Figure 1. I/O pins on the die edge.
Drawn at 4 px/um. Pins as bars across the die edge, other pins in gray.
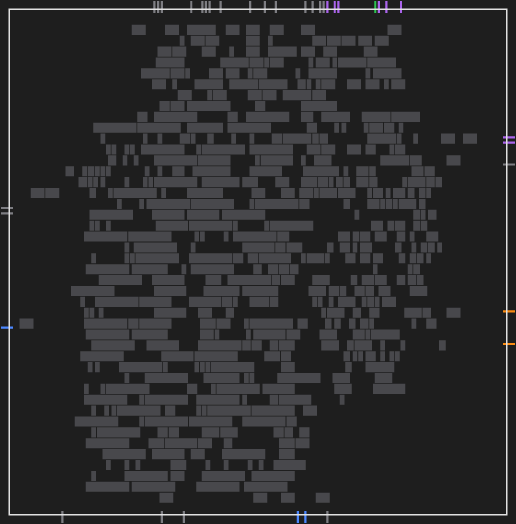
Figure 2. Signal wires on met3.
Drawn at 4 px/um.
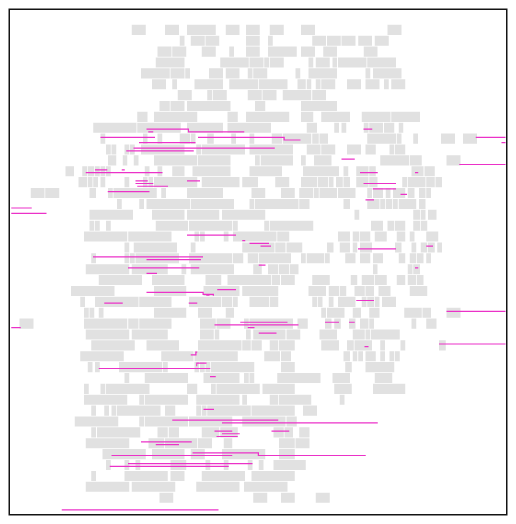
Figure 3. Routed metal per tile.
Drawn at 3 px/um. The die is cut into 25 by 25 equal tiles; dark blue is low, red is high, scaled to the fullest tile. Values are wire area over tile area, all layers added.
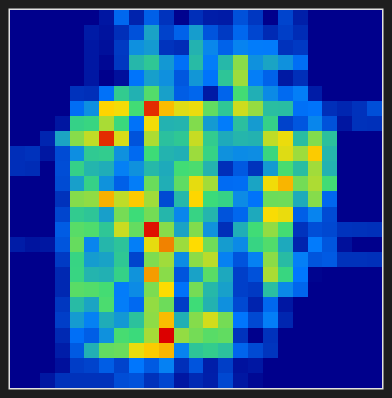
Figure 4. Met2 routing.
Drawn at 4 px/um.
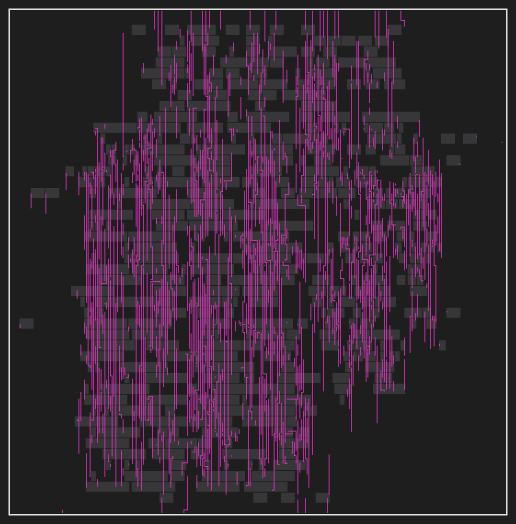
$ cat src/rtl/dp_pkg.sv
// Shared definitions for the datapath and the microprogrammed control unit,
// so microcode fields decode identically on both sides.
package dp_pkg;
  localparam int REG_ADDR_W = 3;
  localparam int DP_WIDTH   = 8;

  typedef enum logic [1:0] {
    ALU_ADD   = 2'b00,
    ALU_SUB   = 2'b01,
    ALU_AND   = 2'b10,
    ALU_PASSA = 2'b11
  } alu_op_e;
endpackage

$ cat src/rtl/dp_if.sv
// Control-unit <-> datapath bus: microinstruction fields in, data and flags out.
interface dp_if #(parameter int WIDTH = dp_pkg::DP_WIDTH);
  import dp_pkg::*;

  logic [REG_ADDR_W-1:0] fld_A;
  logic [REG_ADDR_W-1:0] fld_B;
  logic [REG_ADDR_W-1:0] fld_C;
  logic                  ldRF;
  logic                  selR_in;
  logic                  ldR_in;
  logic                  ldR_out;
  alu_op_e               alu_op;
  logic [WIDTH-1:0]      data_in;
  logic [WIDTH-1:0]      data_out;
  logic                  cy;
  logic                  neg;
  logic                  zero;

  modport master (
    output fld_A, fld_B, fld_C, ldRF, selR_in, ldR_in, ldR_out, alu_op, data_in,
    input  data_out, cy, neg, zero
  );

  modport slave (
    input  fld_A, fld_B, fld_C, ldRF, selR_in, ldR_in, ldR_out, alu_op, data_in,
    output data_out, cy, neg, zero
  );
endinterface

$ cat src/rtl/dp_alu.sv
// Combinational ALU evaluated at WIDTH+1 bits so the carry falls out of the top bit.
module dp_alu
  import dp_pkg::*;
#(
  parameter int WIDTH = DP_WIDTH
) (
  input  logic [WIDTH-1:0] a,
  input  logic [WIDTH-1:0] b,
  input  alu_op_e          op,
  output logic [WIDTH-1:0] res,
  output logic             cy_next,
  output logic             neg_next,
  output logic             zero_next
);

  logic [WIDTH:0] sum;

  // SUB as A + ~B + 1: carry out set means no borrow (A >= B unsigned).
  always_comb begin
    sum = '0;
    case (op)
      ALU_ADD: sum = {1'b0, a} + {1'b0, b};
      ALU_SUB: sum = {1'b0, a} + {1'b0, ~b} + {{WIDTH{1'b0}}, 1'b1};
      ALU_AND: sum = {1'b0, a & b};
      default: sum = {1'b0, a};
    endcase
  end

  assign res       = sum[WIDTH-1:0];
  assign cy_next   = sum[WIDTH];
  assign neg_next  = sum[WIDTH-1];
  assign zero_next = (sum[WIDTH-1:0] == '0);

endmodule

$ cat src/rtl/datapath.sv
// Datapath driven by the microprogrammed control unit: 8-entry RF, ALU,
// R_in/R_out and registered cy/neg/zero flags used for microcode branches.
module datapath
  import dp_pkg::*;
#(
  parameter int WIDTH    = DP_WIDTH,
  parameter int RF_DEPTH = 8          // at most 2**REG_ADDR_W
) (
  input  logic clk,
  input  logic rst_n,
  dp_if.slave  bus
);

  logic [WIDTH-1:0] rf [RF_DEPTH];
  logic [WIDTH-1:0] r_in;
  logic [WIDTH-1:0] r_out;
  logic             cy_q, neg_q, zero_q;

  logic [WIDTH-1:0] op_a, op_b, alu_res;
  logic             cy_next, neg_next, zero_next;
  logic             flag_upd;
  logic             wr_ok;

  // No write-to-read bypass: a same-cycle read of fld_C sees the old entry.
  assign op_a  = (32'(bus.fld_A) < RF_DEPTH) ? rf[bus.fld_A] : '0;
  assign op_b  = (32'(bus.fld_B) < RF_DEPTH) ? rf[bus.fld_B] : '0;
  assign wr_ok = (32'(bus.fld_C) < RF_DEPTH);

  dp_alu #(.WIDTH(WIDTH)) u_alu (
    .a         (op_a),
    .b         (op_b),
    .op        (bus.alu_op),
    .res       (alu_res),
    .cy_next   (cy_next),
    .neg_next  (neg_next),
    .zero_next (zero_next)
  );

  // Flags only move when the ALU result is actually consumed.
  assign flag_upd = (bus.ldRF & ~bus.selR_in) | bus.ldR_out;

  always_ff @(posedge clk) begin
    if (!rst_n) begin
      for (int i = 0; i < RF_DEPTH; i++) rf[i] <= '0;
      r_in   <= '0;
      r_out  <= '0;
      cy_q   <= 1'b0;
      neg_q  <= 1'b0;
      zero_q <= 1'b0;
    end else begin
      if (bus.ldRF && wr_ok) rf[bus.fld_C] <= bus.selR_in ? r_in : alu_res;
      if (bus.ldR_in)        r_in          <= bus.data_in;
      if (bus.ldR_out)       r_out         <= alu_res;
      if (flag_upd) begin
        cy_q   <= cy_next;
        neg_q  <= neg_next;
        zero_q <= zero_next;
      end
    end
  end

  assign bus.data_out = r_out;
  assign bus.cy       = cy_q;
  assign bus.neg      = neg_q;
  assign bus.zero     = zero_q;

endmodule

$ cat src/flat_wrapper.sv
// flat-port wrapper written by rule: the top's interface ports become plain ports
module datapath_flat import dp_pkg::*;
#(
  parameter int WIDTH    = DP_WIDTH,
  parameter int RF_DEPTH = 8                                  
)
  (clk, rst_n, bus_fld_A, bus_fld_B, bus_fld_C, bus_ldRF, bus_selR_in, bus_ldR_in, bus_ldR_out, bus_alu_op, bus_data_in, bus_data_out, bus_cy, bus_neg, bus_zero);
  dp_if #(.WIDTH(WIDTH)) bus_i ();
  input  logic clk;
  input  logic rst_n;
  input wire logic [$bits(bus_i.fld_A)-1:0] bus_fld_A;
  input wire logic [$bits(bus_i.fld_B)-1:0] bus_fld_B;
  input wire logic [$bits(bus_i.fld_C)-1:0] bus_fld_C;
  input wire logic [$bits(bus_i.ldRF)-1:0] bus_ldRF;
  input wire logic [$bits(bus_i.selR_in)-1:0] bus_selR_in;
  input wire logic [$bits(bus_i.ldR_in)-1:0] bus_ldR_in;
  input wire logic [$bits(bus_i.ldR_out)-1:0] bus_ldR_out;
  input wire logic [$bits(bus_i.alu_op)-1:0] bus_alu_op;
  input wire logic [$bits(bus_i.data_in)-1:0] bus_data_in;
  output wire logic [$bits(bus_i.data_out)-1:0] bus_data_out;
  output wire logic [$bits(bus_i.cy)-1:0] bus_cy;
  output wire logic [$bits(bus_i.neg)-1:0] bus_neg;
  output wire logic [$bits(bus_i.zero)-1:0] bus_zero;
  assign bus_i.fld_A = bus_fld_A;
  assign bus_i.fld_B = bus_fld_B;
  assign bus_i.fld_C = bus_fld_C;
  assign bus_i.ldRF = bus_ldRF;
  assign bus_i.selR_in = bus_selR_in;
  assign bus_i.ldR_in = bus_ldR_in;
  assign bus_i.ldR_out = bus_ldR_out;
  assign bus_i.alu_op = bus_alu_op;
  assign bus_i.data_in = bus_data_in;
  assign bus_data_out = bus_i.data_out;
  assign bus_cy = bus_i.cy;
  assign bus_neg = bus_i.neg;
  assign bus_zero = bus_i.zero;
  datapath #(.WIDTH(WIDTH), .RF_DEPTH(RF_DEPTH)) u_core (.clk(clk), .rst_n(rst_n), .bus(bus_i));
endmodule
$ cat config.mk
export PLATFORM = sky130hd
export DESIGN_NAME = datapath_flat
export DESIGN_NICKNAME = d
export VERILOG_FILES = /design/src/rtl/dp_pkg.sv /design/src/rtl/dp_if.sv /design/src/rtl/dp_alu.sv /design/src/rtl/datapath.sv /design/src/flat_wrapper.sv
export SDC_FILE = /design/constraint.sdc
export NUM_CORES = 1
export LEC_CHECK = 0
export CAP_MARGIN = 20
export CORE_AREA = 2 2 122 124
export DETAILED_ROUTE_END_ITERATION = 6
export DIE_AREA = 0 0 124 126
export HOLD_SLACK_MARGIN = 0.1
export SLEW_MARGIN = 40
export SYNTH_ARGS = -nofsm -noshare
export SYNTH_HDL_FRONTEND = slang
export SYNTH_SLANG_ARGS = --single-unit
$ cat constraint.sdc
create_clock -name clk -period 5.1 [get_ports clk]
set_clock_uncertainty 0.1 [all_clocks]
set_input_delay 0.51 -clock clk [delete_from_list [all_inputs] [get_ports clk]]
set_output_delay 0.51 -clock clk [all_outputs]
set_load 0.005 [all_outputs]
==> out/metrics.cfg <==
[floorplanning]
ioPinCount = 36
core_area_sq_mm = 0.01431
initCoreUtil_pct = 34.61
nWellTaps = 184

[yosys]
fa_ha_area_share_pct = 5.102
yosysTopAreaCellShare_pct = 38.80
ys_sh_mux_pct = 20.41
edf_count = 64
area_leaders = edfxtp_1 (39%), mux4_2 (10%), dfxtp_1 (7.7%)
syn_area_sq_mm = 0.004954
synth.avg_cell_area_sq_um = 11.21
yosys.area_share.simple_pct = 13.82
ys_seq_share_pct = 46.48
mappedNetlistNets = 486

[pwr]
power.switching_uw = 553.9
p_sw_share_pct = 29.36
power.internal_mw = 1.333
seq-power_uw = 783
pg_comb_uw = 423
total_power_mw = 1.887
p_per_area_mw_per_mm2 = 322.8
combPwrFrac_pct = 22.4

[setup_path]
cp_cell_sequence = clkdlybuf4s50_1 > mux4_1 > mux2_2 > ha_1 > nor2_1 > o311ai_0 > a31o_2 > o21ai_0 > o21ai_0 > o31ai_1 > buf_4 > nor2_1
ff2ff_setup_slack_ns = 1.12
path_delay_family = AND-OR/OR-AND gates
end_kind = flip-flop
regToRegStartpoint = u_core.rf[7][1]
arrival_ns = 4.56
max_stage_delay_ns = 0.92
path_depth = 12

[routing]
highest_layer = met4
ant_nets = 0
vias_per_cell = 5.456
drt_pass1_iterations = 5
met1_length_mm = 5.671

[global_route]
top_usage_layer = met2
met3_usage_pct = 3.034
grt_pass1_wl_mm = 21.76
first_global_vias = 3756
grt_max_degree = 29
antenna_found_initial = 0

[final_timing]
setup_viol = 0
clock.fmax_ghz = 0.2182
finalHoldViolations = 0
fin_ws_ns = 0.5176
tightest_slew_ns = 0.7715
fin_crit_sh_pct = 89.85
setup-tns-final_ns = 0

[clocking]
cts_sinks = 83
path_clk_slew_ns = 0.07
ctsResizeCount = 0
tritoncts = yes
cts-buffers-inserted = 9
clockBufferDepth = 2
cts_setup_buffers = 0
h-tree-depth = 3

[run_status]
status = finished, final reports clean

[placed_design]
place.gp.congestion = 0.8951
hpwlAfterDp_mm = 10.14
pre_cts_ws_ns = 0.2625
numPortBuffers = 35

[cells_and_area]
final_cell_mix = nor2_1 (94), edfxtp_1 (64), mux2i_1 (35)
design_area_sq_mm = 0.005844
nNonClkInverters = 24
finish.net_count = 526
final_cells = 671
drive_gt1_share_pct = 14.17
comb_share_pct = 42.11
largest_reg_flops = 64
biggestCellCategory = logic gates
seq_area_share_pct = 39.39
n_antenna_cell = 0
fin_util_pct = 40.83

[flow_run]
drv_cap = 0

[min_path]
whs_path_depth = 2
hp-start = u_core.bus.data_out[5]

## Picture notes: Figure 1
[bus_data_out] purple | pins: 8 | direction: output | edge: 6 north, 2 east
[bus_neg] green | pins: 1 | direction: output | edge: north
[bus_fld_A] blue | pins: 3 | direction: input | edge: 2 south, 1 west
[bus_alu_op] orange | pins: 2 | direction: input | edge: east

## Picture notes: Figure 2
nets with wire on the layer: 58
wire length on this layer: 746 um
longest straight run: 38.9 um
main direction: horizontal
share of all routed wire: 5.4%

## Picture notes: Figure 3
densest ninth of the die: center
nearly empty tiles: 30%
emptiest ninth of the die: south-east
drt total wl: 13.87 mm
Vias: 3661
GRT Util Overall: 18.89%

## Picture notes: Figure 4
main direction: vertical
share of all routed wire: 52%
wire length on this layer: 7210 um
nets with wire on the layer: 453

